`src/rtl/draw_pkg.sv`:
```
// Shared definitions for the line-drawing engine: sequencer state encoding and default geometry.
package draw_pkg;

    localparam int unsigned DEF_X_COORD_W      = 11;
    localparam int unsigned DEF_Y_COORD_W      = 11;
    localparam int unsigned DEF_SCREEN_H       = 480;
    localparam int unsigned DEF_MAX_LINES      = 16;
    localparam int unsigned DEF_LOG2_MAX_LINES = 4;

    typedef enum logic [2:0] {
        ST_IDLE       = 3'd0,
        ST_ARM        = 3'd1,
        ST_READ       = 3'd2,
        ST_PUSH       = 3'd3,
        ST_CLEAR      = 3'd4,
        ST_WAIT_START = 3'd5,
        ST_WAIT_DONE  = 3'd6
    } seq_state_e;

endpackage

```
`src/rtl/line_table.sv`:
```
// Segment register file: one write port, one registered read port (read-before-write on collision).
module line_table #(
    parameter int unsigned P_DEPTH  = 16,
    parameter int unsigned P_ADDR_W = 4,
    parameter int unsigned P_DATA_W = 44
) (
    input  logic                i_clk,
    input  logic                i_reset,
    input  logic                i_wr,
    input  logic [P_ADDR_W-1:0] i_wr_addr,
    input  logic [P_DATA_W-1:0] i_wr_data,
    input  logic                i_rd,
    input  logic [P_ADDR_W-1:0] i_rd_addr,
    output logic [P_DATA_W-1:0] o_rd_data
);

    logic [P_DATA_W-1:0] mem_q [P_DEPTH];
    logic [P_DATA_W-1:0] rd_data_q;

    // Table contents are deliberately left out of reset.
    always_ff @(posedge i_clk) begin
        if (i_wr && (32'(i_wr_addr) < P_DEPTH)) begin
            mem_q[i_wr_addr] <= i_wr_data;
        end
    end

    always_ff @(posedge i_clk) begin
        if (i_reset) begin
            rd_data_q <= '0;
        end else if (i_rd) begin
            rd_data_q <= mem_q[i_rd_addr];
        end
    end

    assign o_rd_data = rd_data_q;

endmodule

```
`src/rtl/frame_sequencer.sv`:
```
// Per-frame controller: feeds the segment table to the drawer at each vblank, then starts a clear/render.
// Optional frame counter enabled by defining FRAME_SEQ_FRAME_CNT_EN.
module frame_sequencer
    import draw_pkg::*;
#(
    parameter int unsigned P_X_COORD_W      = DEF_X_COORD_W,
    parameter int unsigned P_Y_COORD_W      = DEF_Y_COORD_W,
    parameter int unsigned P_SCREEN_H       = DEF_SCREEN_H,
    parameter int unsigned P_MAX_LINES      = DEF_MAX_LINES,
    parameter int unsigned P_LOG2_MAX_LINES = DEF_LOG2_MAX_LINES
) (
    input  logic                        i_clk,
    input  logic                        i_reset,
    input  logic                        i_enable,
    input  logic [P_LOG2_MAX_LINES:0]   i_num_lines,
    input  logic                        i_tbl_wr,
    input  logic [P_LOG2_MAX_LINES-1:0] i_tbl_addr,
    input  logic [P_X_COORD_W-1:0]      i_tbl_x0,
    input  logic [P_X_COORD_W-1:0]      i_tbl_x1,
    input  logic [P_Y_COORD_W-1:0]      i_tbl_y0,
    input  logic [P_Y_COORD_W-1:0]      i_tbl_y1,
    input  logic [P_Y_COORD_W-1:0]      i_vcounter,
    input  logic                        i_drawer_waiting,
    input  logic                        i_fifo_full,
    output logic [P_X_COORD_W-1:0]      o_x0,
    output logic [P_X_COORD_W-1:0]      o_x1,
    output logic [P_Y_COORD_W-1:0]      o_y0,
    output logic [P_Y_COORD_W-1:0]      o_y1,
    output logic                        o_load_fifo,
    output logic                        o_clear_buffer,
    output logic                        o_busy,
    output logic                        o_frame_done,
    output logic                        o_overrun,
    output logic                        o_overflow,
    output logic [15:0]                 o_frame_count
);

    localparam int unsigned CNT_W   = P_LOG2_MAX_LINES + 1;
    localparam int unsigned ENTRY_W = 2 * P_X_COORD_W + 2 * P_Y_COORD_W;

    seq_state_e                 state_q, state_d;
    logic [CNT_W-1:0]           n_q, n_d, k_q, k_d;
    logic [P_Y_COORD_W-1:0]     vcnt_q;
    logic [P_X_COORD_W-1:0]     x0_q, x0_d, x1_q, x1_d, rd_x0, rd_x1;
    logic [P_Y_COORD_W-1:0]     y0_q, y0_d, y1_q, y1_d, rd_y0, rd_y1;
    logic                       load_q, load_d, clear_q, clear_d, busy_q, busy_d;
    logic                       done_q, done_d, overrun_q, overrun_d, overflow_q, overflow_d;
    logic                       vstart_c, rd_en_c;
    logic [CNT_W-1:0]           num_clamped_c;
    logic [ENTRY_W-1:0]         rd_data;

    line_table #(
        .P_DEPTH  (P_MAX_LINES),
        .P_ADDR_W (P_LOG2_MAX_LINES),
        .P_DATA_W (ENTRY_W)
    ) u_line_table (
        .i_clk     (i_clk),
        .i_reset   (i_reset),
        .i_wr      (i_tbl_wr),
        .i_wr_addr (i_tbl_addr),
        .i_wr_data ({i_tbl_x0, i_tbl_x1, i_tbl_y0, i_tbl_y1}),
        .i_rd      (rd_en_c),
        .i_rd_addr (k_q[P_LOG2_MAX_LINES-1:0]),
        .o_rd_data (rd_data)
    );

    assign {rd_x0, rd_x1, rd_y0, rd_y1} = rd_data;

    assign vstart_c = (vcnt_q != P_Y_COORD_W'(P_SCREEN_H)) &&
                      (i_vcounter == P_Y_COORD_W'(P_SCREEN_H));
    assign num_clamped_c = (i_num_lines > CNT_W'(P_MAX_LINES)) ? CNT_W'(P_MAX_LINES) : i_num_lines;

    always_comb begin
        state_d    = state_q;
        n_d        = n_q;
        k_d        = k_q;
        x0_d       = x0_q;
        x1_d       = x1_q;
        y0_d       = y0_q;
        y1_d       = y1_q;
        load_d     = 1'b0;
        clear_d    = 1'b0;
        done_d     = 1'b0;
        overflow_d = 1'b0;
        rd_en_c    = 1'b0;
        // A trigger outside ARM means this frame cannot be served.
        overrun_d  = vstart_c && (state_q != ST_ARM);

        case (state_q)
            ST_IDLE: begin
                if (i_enable) state_d = ST_ARM;
            end
            ST_ARM: begin
                if (!i_enable) begin
                    state_d = ST_IDLE;
                end else if (vstart_c) begin
                    n_d = num_clamped_c;
                    k_d = '0;
                    if (num_clamped_c == '0) done_d = 1'b1;
                    else                     state_d = ST_READ;
                end
            end
            ST_READ: begin
                rd_en_c = 1'b1;
                state_d = ST_PUSH;
            end
            ST_PUSH: begin
                if (i_fifo_full) begin
                    overflow_d = 1'b1;
                    state_d    = ST_CLEAR;
                end else begin
                    x0_d    = rd_x0;
                    x1_d    = rd_x1;
                    y0_d    = rd_y0;
                    y1_d    = rd_y1;
                    load_d  = 1'b1;
                    k_d     = k_q + CNT_W'(1);
                    state_d = ((k_q + CNT_W'(1)) < n_q) ? ST_READ : ST_CLEAR;
                end
            end
            ST_CLEAR: begin
                clear_d = 1'b1;
                state_d = ST_WAIT_START;
            end
            ST_WAIT_START: begin
                if (!i_drawer_waiting) state_d = ST_WAIT_DONE;
            end
            ST_WAIT_DONE: begin
                if (i_drawer_waiting) begin
                    done_d  = 1'b1;
                    state_d = i_enable ? ST_ARM : ST_IDLE;
                end
            end
            default: state_d = ST_IDLE;
        endcase

        busy_d = (state_d != ST_IDLE) && (state_d != ST_ARM);
    end

    always_ff @(posedge i_clk) begin
        if (i_reset) begin
            state_q    <= ST_IDLE;
            n_q        <= '0;
            k_q        <= '0;
            vcnt_q     <= '0;
            x0_q       <= '0;
            x1_q       <= '0;
            y0_q       <= '0;
            y1_q       <= '0;
            load_q     <= 1'b0;
            clear_q    <= 1'b0;
            busy_q     <= 1'b0;
            done_q     <= 1'b0;
            overrun_q  <= 1'b0;
            overflow_q <= 1'b0;
        end else begin
            state_q    <= state_d;
            n_q        <= n_d;
            k_q        <= k_d;
            vcnt_q     <= i_vcounter;
            x0_q       <= x0_d;
            x1_q       <= x1_d;
            y0_q       <= y0_d;
            y1_q       <= y1_d;
            load_q     <= load_d;
            clear_q    <= clear_d;
            busy_q     <= busy_d;
            done_q     <= done_d;
            overrun_q  <= overrun_d;
            overflow_q <= overflow_d;
        end
    end

`ifdef FRAME_SEQ_FRAME_CNT_EN
    logic [15:0] frame_cnt_q;

    // Wraps naturally at 2^16.
    always_ff @(posedge i_clk) begin
        if (i_reset)     frame_cnt_q <= '0;
        else if (done_d) frame_cnt_q <= frame_cnt_q + 16'd1;
    end

    assign o_frame_count = frame_cnt_q;
`else
    assign o_frame_count = '0;
`endif

    assign o_x0           = x0_q;
    assign o_x1           = x1_q;
    assign o_y0           = y0_q;
    assign o_y1           = y1_q;
    assign o_load_fifo    = load_q;
    assign o_clear_buffer = clear_q;
    assign o_busy         = busy_q;
    assign o_frame_done   = done_q;
    assign o_overrun      = overrun_q;
    assign o_overflow     = overflow_q;

endmodule

```
`config.mk`:
```
export PLATFORM = sky130hd
export DESIGN_NAME = frame_sequencer
export DESIGN_NICKNAME = d
export VERILOG_FILES = /design/src/rtl/draw_pkg.sv /design/src/rtl/line_table.sv /design/src/rtl/frame_sequencer.sv
export SDC_FILE = /design/constraint.sdc
export NUM_CORES = 1
export LEC_CHECK = 0
export ABC_AREA = 1
export CORE_MARGIN = 4
export CORE_UTILIZATION = 45
export CTS_BUF_LIST = sky130_fd_sc_hd__clkbuf_16
export CTS_CLUSTER_DIAMETER = 40
export CTS_CLUSTER_SIZE = 28
export DETAILED_ROUTE_END_ITERATION = 16
export GPL_ROUTABILITY_DRIVEN = 0
export PLACE_DENSITY_LB_ADDON = 0.05
export SLEW_MARGIN = 25
export SYNTH_ARGS = -nofsm -noshare
export SYNTH_HDL_FRONTEND = slang
export SYNTH_SLANG_ARGS = --single-unit
```
`constraint.sdc`:
```
create_clock -name i_clk -period 3.4 [get_ports i_clk]
set_input_delay 0.68 -clock i_clk [delete_from_list [all_inputs] [get_ports i_clk]]
set_output_delay 0.68 -clock i_clk [all_outputs]
set_load 0.005 [all_outputs]
```
==> images/layer_met4.png <==
Supply wires on this layer in grey.
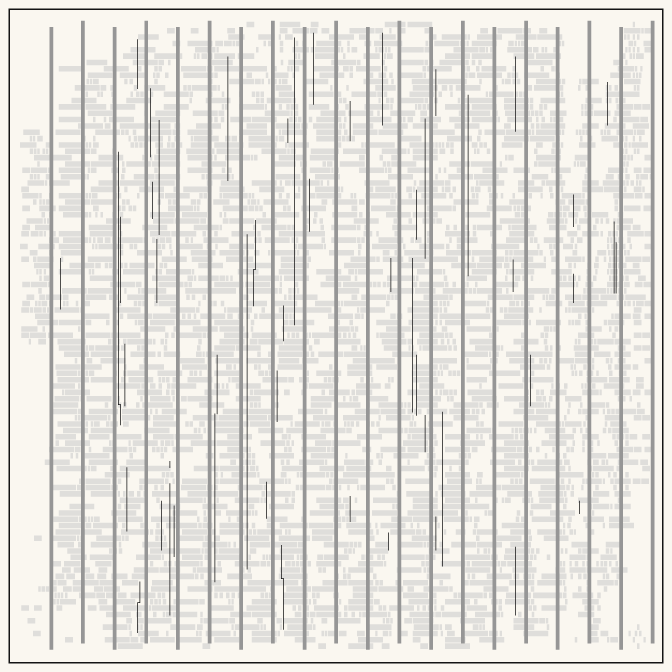
longest straight run: 144 um
share of all routed wire: 2.1%
Post-Route WL: 82,600 um
total number of vias: 21,178

==> images/layer_met3.png <==
Bar = 100 um.
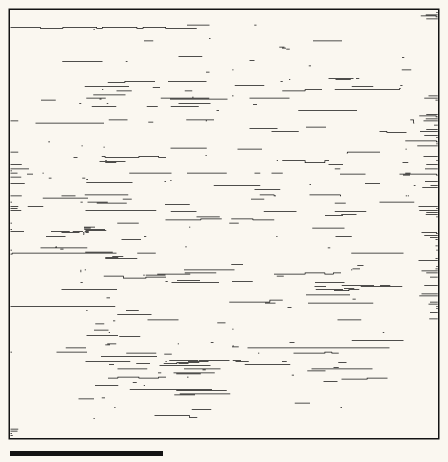
main direction: horizontal
wire length on this layer: 4,080 um
M3 GR Usage: 0.0384

==> images/wires.png <==
Bar = 100 um.
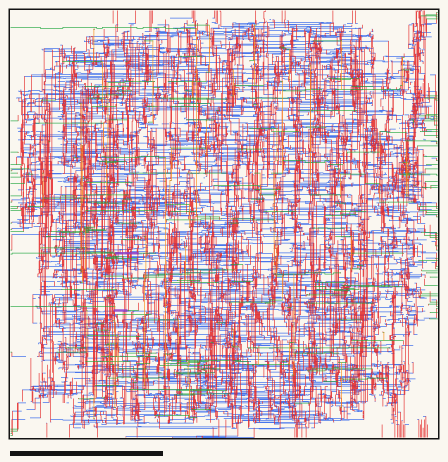
legend:
  metal 3:
    colour: green
    wire_length: 4,080 um
  metal 4:
    colour: orange
    wire_length: 1,760 um
  metal 1:
    colour: blue
    wire_length: 38.5 mm
  metal 2:
    colour: red
    wire_length: 38.3 mm
  metal 5:
    colour: purple
    wire_length: 21.2 um
post-DR wirelength/cell: 20.6 um
GR Util All Layers: 0.211

==> images/placement.png <==
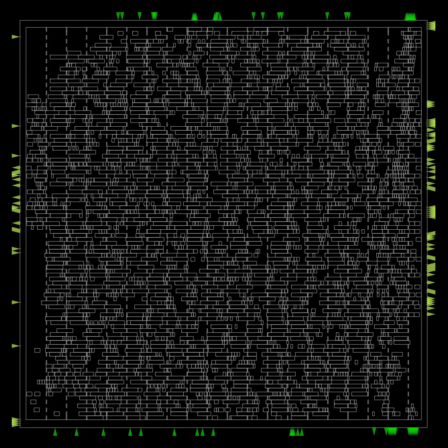
Final Core Density: 0.545
Final Non-Filler Cells: 4,016

==> results.py <==
# Synthesis and PnR figures
metrics = {
    "timing": {
        "max_freq_mhz": 431,
        "slew_viol_final": 0,
        "min_period_over_period": 0.682,
        "relSlewSlack": 0.414,
        "setup_tns_ns": 0,
        "period_needed_ns": 2.32,
        "finalHoldViolCount": 0,
        "setup_violations": 0,
        "rsz0062_at_grt": "false",
    },
    "drt": {
        "postRouteAntennaNets": 0,
        "viasPerCell": 5.27,
    },
    "global_routing": {
        "grt_pass1_vias": 20835,
        "grt_pass1_wl_um": 126000,
        "antenna_found_initial": 2,
        "overflow": 0,
        "grt_max_degree": 135,
    },
    "clocking": {
        "clkLatencyLatePin_ns": 0.69,
        "h-tree-depth": 4,
        "cts_setup_buffers": 0,
        "cts_hold_buf": 0,
        "clock_sinks": 822,
        "root_buffer": "clkbuf_16",
        "post_cts_resized": 0,
        "cts_buffers": 130,
    },
    "logic_synthesis": {
        "yosysTopAreaCell": "edfxtp_1",
        "yosys_cells": 2834,
        "ys.flop_type": "edfxtp_1",
        "ys_area_mm2": 0.0332,
        "yosys.stat.seqShare": 0.708,
        "area_leaders": "edfxtp_1 64%, dfxtp_1 7.1%, inv_1 5.2%, nand3_1 4.9%, o211ai_1 4.0%",
        "yosys_warnings": 0,
        "netlist_area_mm2": 0.0332,
        "synth.top_cell.area_share": 0.637,
        "synth_flops": 822,
        "netlist_instances": 2834,
        "edf_count": 704,
    },
    "place": {
        "portBuffers": 119,
        "hpwl_um": 45500,
        "placedCellCount": 3780,
    },
    "setup_path": {
        "required_ns": 3.99,
        "rr_startpoint": "k_q[1]$_SDFFE_PP0P_",
        "arrival_ns": 2.90,
        "critPathMaxFanout": 39,
        "critPathLaunchType": "register",
        "critPathCaptureType": "register",
        "critical_path_class": "reg -> reg",
    },
    "final_layout": {
        "most-common-layout-cells": "704 x edfxtp_1, 475 x inv_1, 328 x nand3_1",
        "drive_gt1_frac": 0.0920,
        "nets": 3028,
        "layout.cells.most_common": "edfxtp_1",
        "fillCellCount": 6137,
        "area_growth_pct": 20.1,
    },
    "floorplan": {
        "die_y_um": 280,
        "fp.dieW_um": 280,
        "io_pins": 136,
        "die-area_mm2": 0.0781,
        "initCoreUtil": 0.454,
        "coreArea_mm2": 0.0731,
        "num_rows": 99,
    },
    "pwr": {
        "p_leak_nw": 14.4,
        "peakVddDrop_uv": 320,
    },
    "worst_hold_path": {
        "hold_class": "reg -> reg",
    },
    "flow_run": {
        "maxCapViolCount": 0,
        "tool_warnings": 32,
    },
    "outcome": {
        "outcome": "completed",
    },
}
-- cell usage after synthesis, drive strengths merged, types with 2 or more instances --
library cell  instances
o211ai              176
nand4                 4
edfxtp              704
xor2                  2
ha                    5
o21a                 25
nor2                 96
o21ai               228
inv                 463
nand3               328
dfxtp               118
a21oi               229
nand2               251
clkbuf               61
nor3                  5
buf                 133
-- logic make-up after synthesis --
group	after synthesis	synth area share
other	1	0.000113
AOI/OAI and AO/OA	660	0.115
DFF	822	0.708
adders and majority gates	5	0.00189
and+or+nand+nor	686	0.0910
buffers and inverters	657	0.0830
xor gates and xnor gates	3	0.000792
-- worst paths after layout --
kind	end	slack (ns)	cells after the start
setup / recovery	u_line_table.o_rd_data[21]$_SDFFE_PP0P_	1.08	9
hold / removal	o_y1[0]$_SDFFE_PP0P_	0.45	2
setup reg to reg	u_line_table.o_rd_data[21]$_SDFFE_PP0P_	1.08	9
hold reg to reg	o_y1[0]$_SDFFE_PP0P_	0.45	2
-- registers in the layout, indices dropped and copies added, names as in the netlist --
name and count:
u_line_table.mem_q 704, u_line_table.o_rd_data 44, o_x0 11, o_x1 11
o_y0 11, o_y1 11, vcnt_q 11, k_q 5
n_q 5, state_q 3, o_busy 1, o_clear_buffer 1
o_frame_done 1, o_load_fifo 1, o_overflow 1, o_overrun 1
-- stage by stage --
stage / hold WS [ns] / area [um2] / setup WS [ns] / utilization / total power [mW]
3_5_place_dp: 0.444 / 35500 / 0.765 / 0.486 / 11.8
3_3_place_gp: 0.443 / 35500 / 0.769 / 0.486 / 11.8
2_1_floorplan: 0.424 / 33200 / 0.230 / - / 11.5
6_report: 0.447 / 39900 / 1.08 / 0.545 / 24.6
4_1_cts: 0.420 / 39900 / 1.05 / 0.545 / 24.9
5_1_grt: 0.465 / 39900 / 0.856 / 0.545 / 25.4
-- report_power, final --
| group | total [mW] | switching (mW) | internal, mW |
|---|---|---|---|
| combinational | 0.456 | 0.331 | 0.125 |
| sequential | 11.2 | 0.0380 | 11.1 |
| clock | 13.0 | 4.59 | 8.38 |
| total | 24.6 | 4.95 | 19.7 |
-- critical path, stage by stage, from the launching register on --
cell and delay (ns):
dfxtp_4 0.69, buf_4 0.53, buf_4 0.31, a21oi_1 0.05, o21ai_0 0.08, nand3_1 0.13, nand3_1 0.15, nand3_1 0.12
nand2_1 0.09, inv_1 0.04
-- metal layers --
layer,up-vias,part of all wire,global-route usage
met5,-,0.00025,0
li1,10131,-,-
met1,10363,0.47,0.299
met4,4,0.021,0.0621
met2,547,0.46,0.337
met3,133,0.049,0.0384
-- area by class of cell --
type                    instances  area (um2)  area share
diodes                          1        2.50   0.0000628
clock buffers                 139        3480      0.0873
clock inverters                96         882      0.0221
inverters                     463        1740      0.0436
multi-input cells            1370        7110       0.178
flip-flops and latches        822       23500       0.590
well taps                     959        1200      0.0301
repair buffers                166        1940      0.0486
Power is estimated from default activity; no workload was simulated.
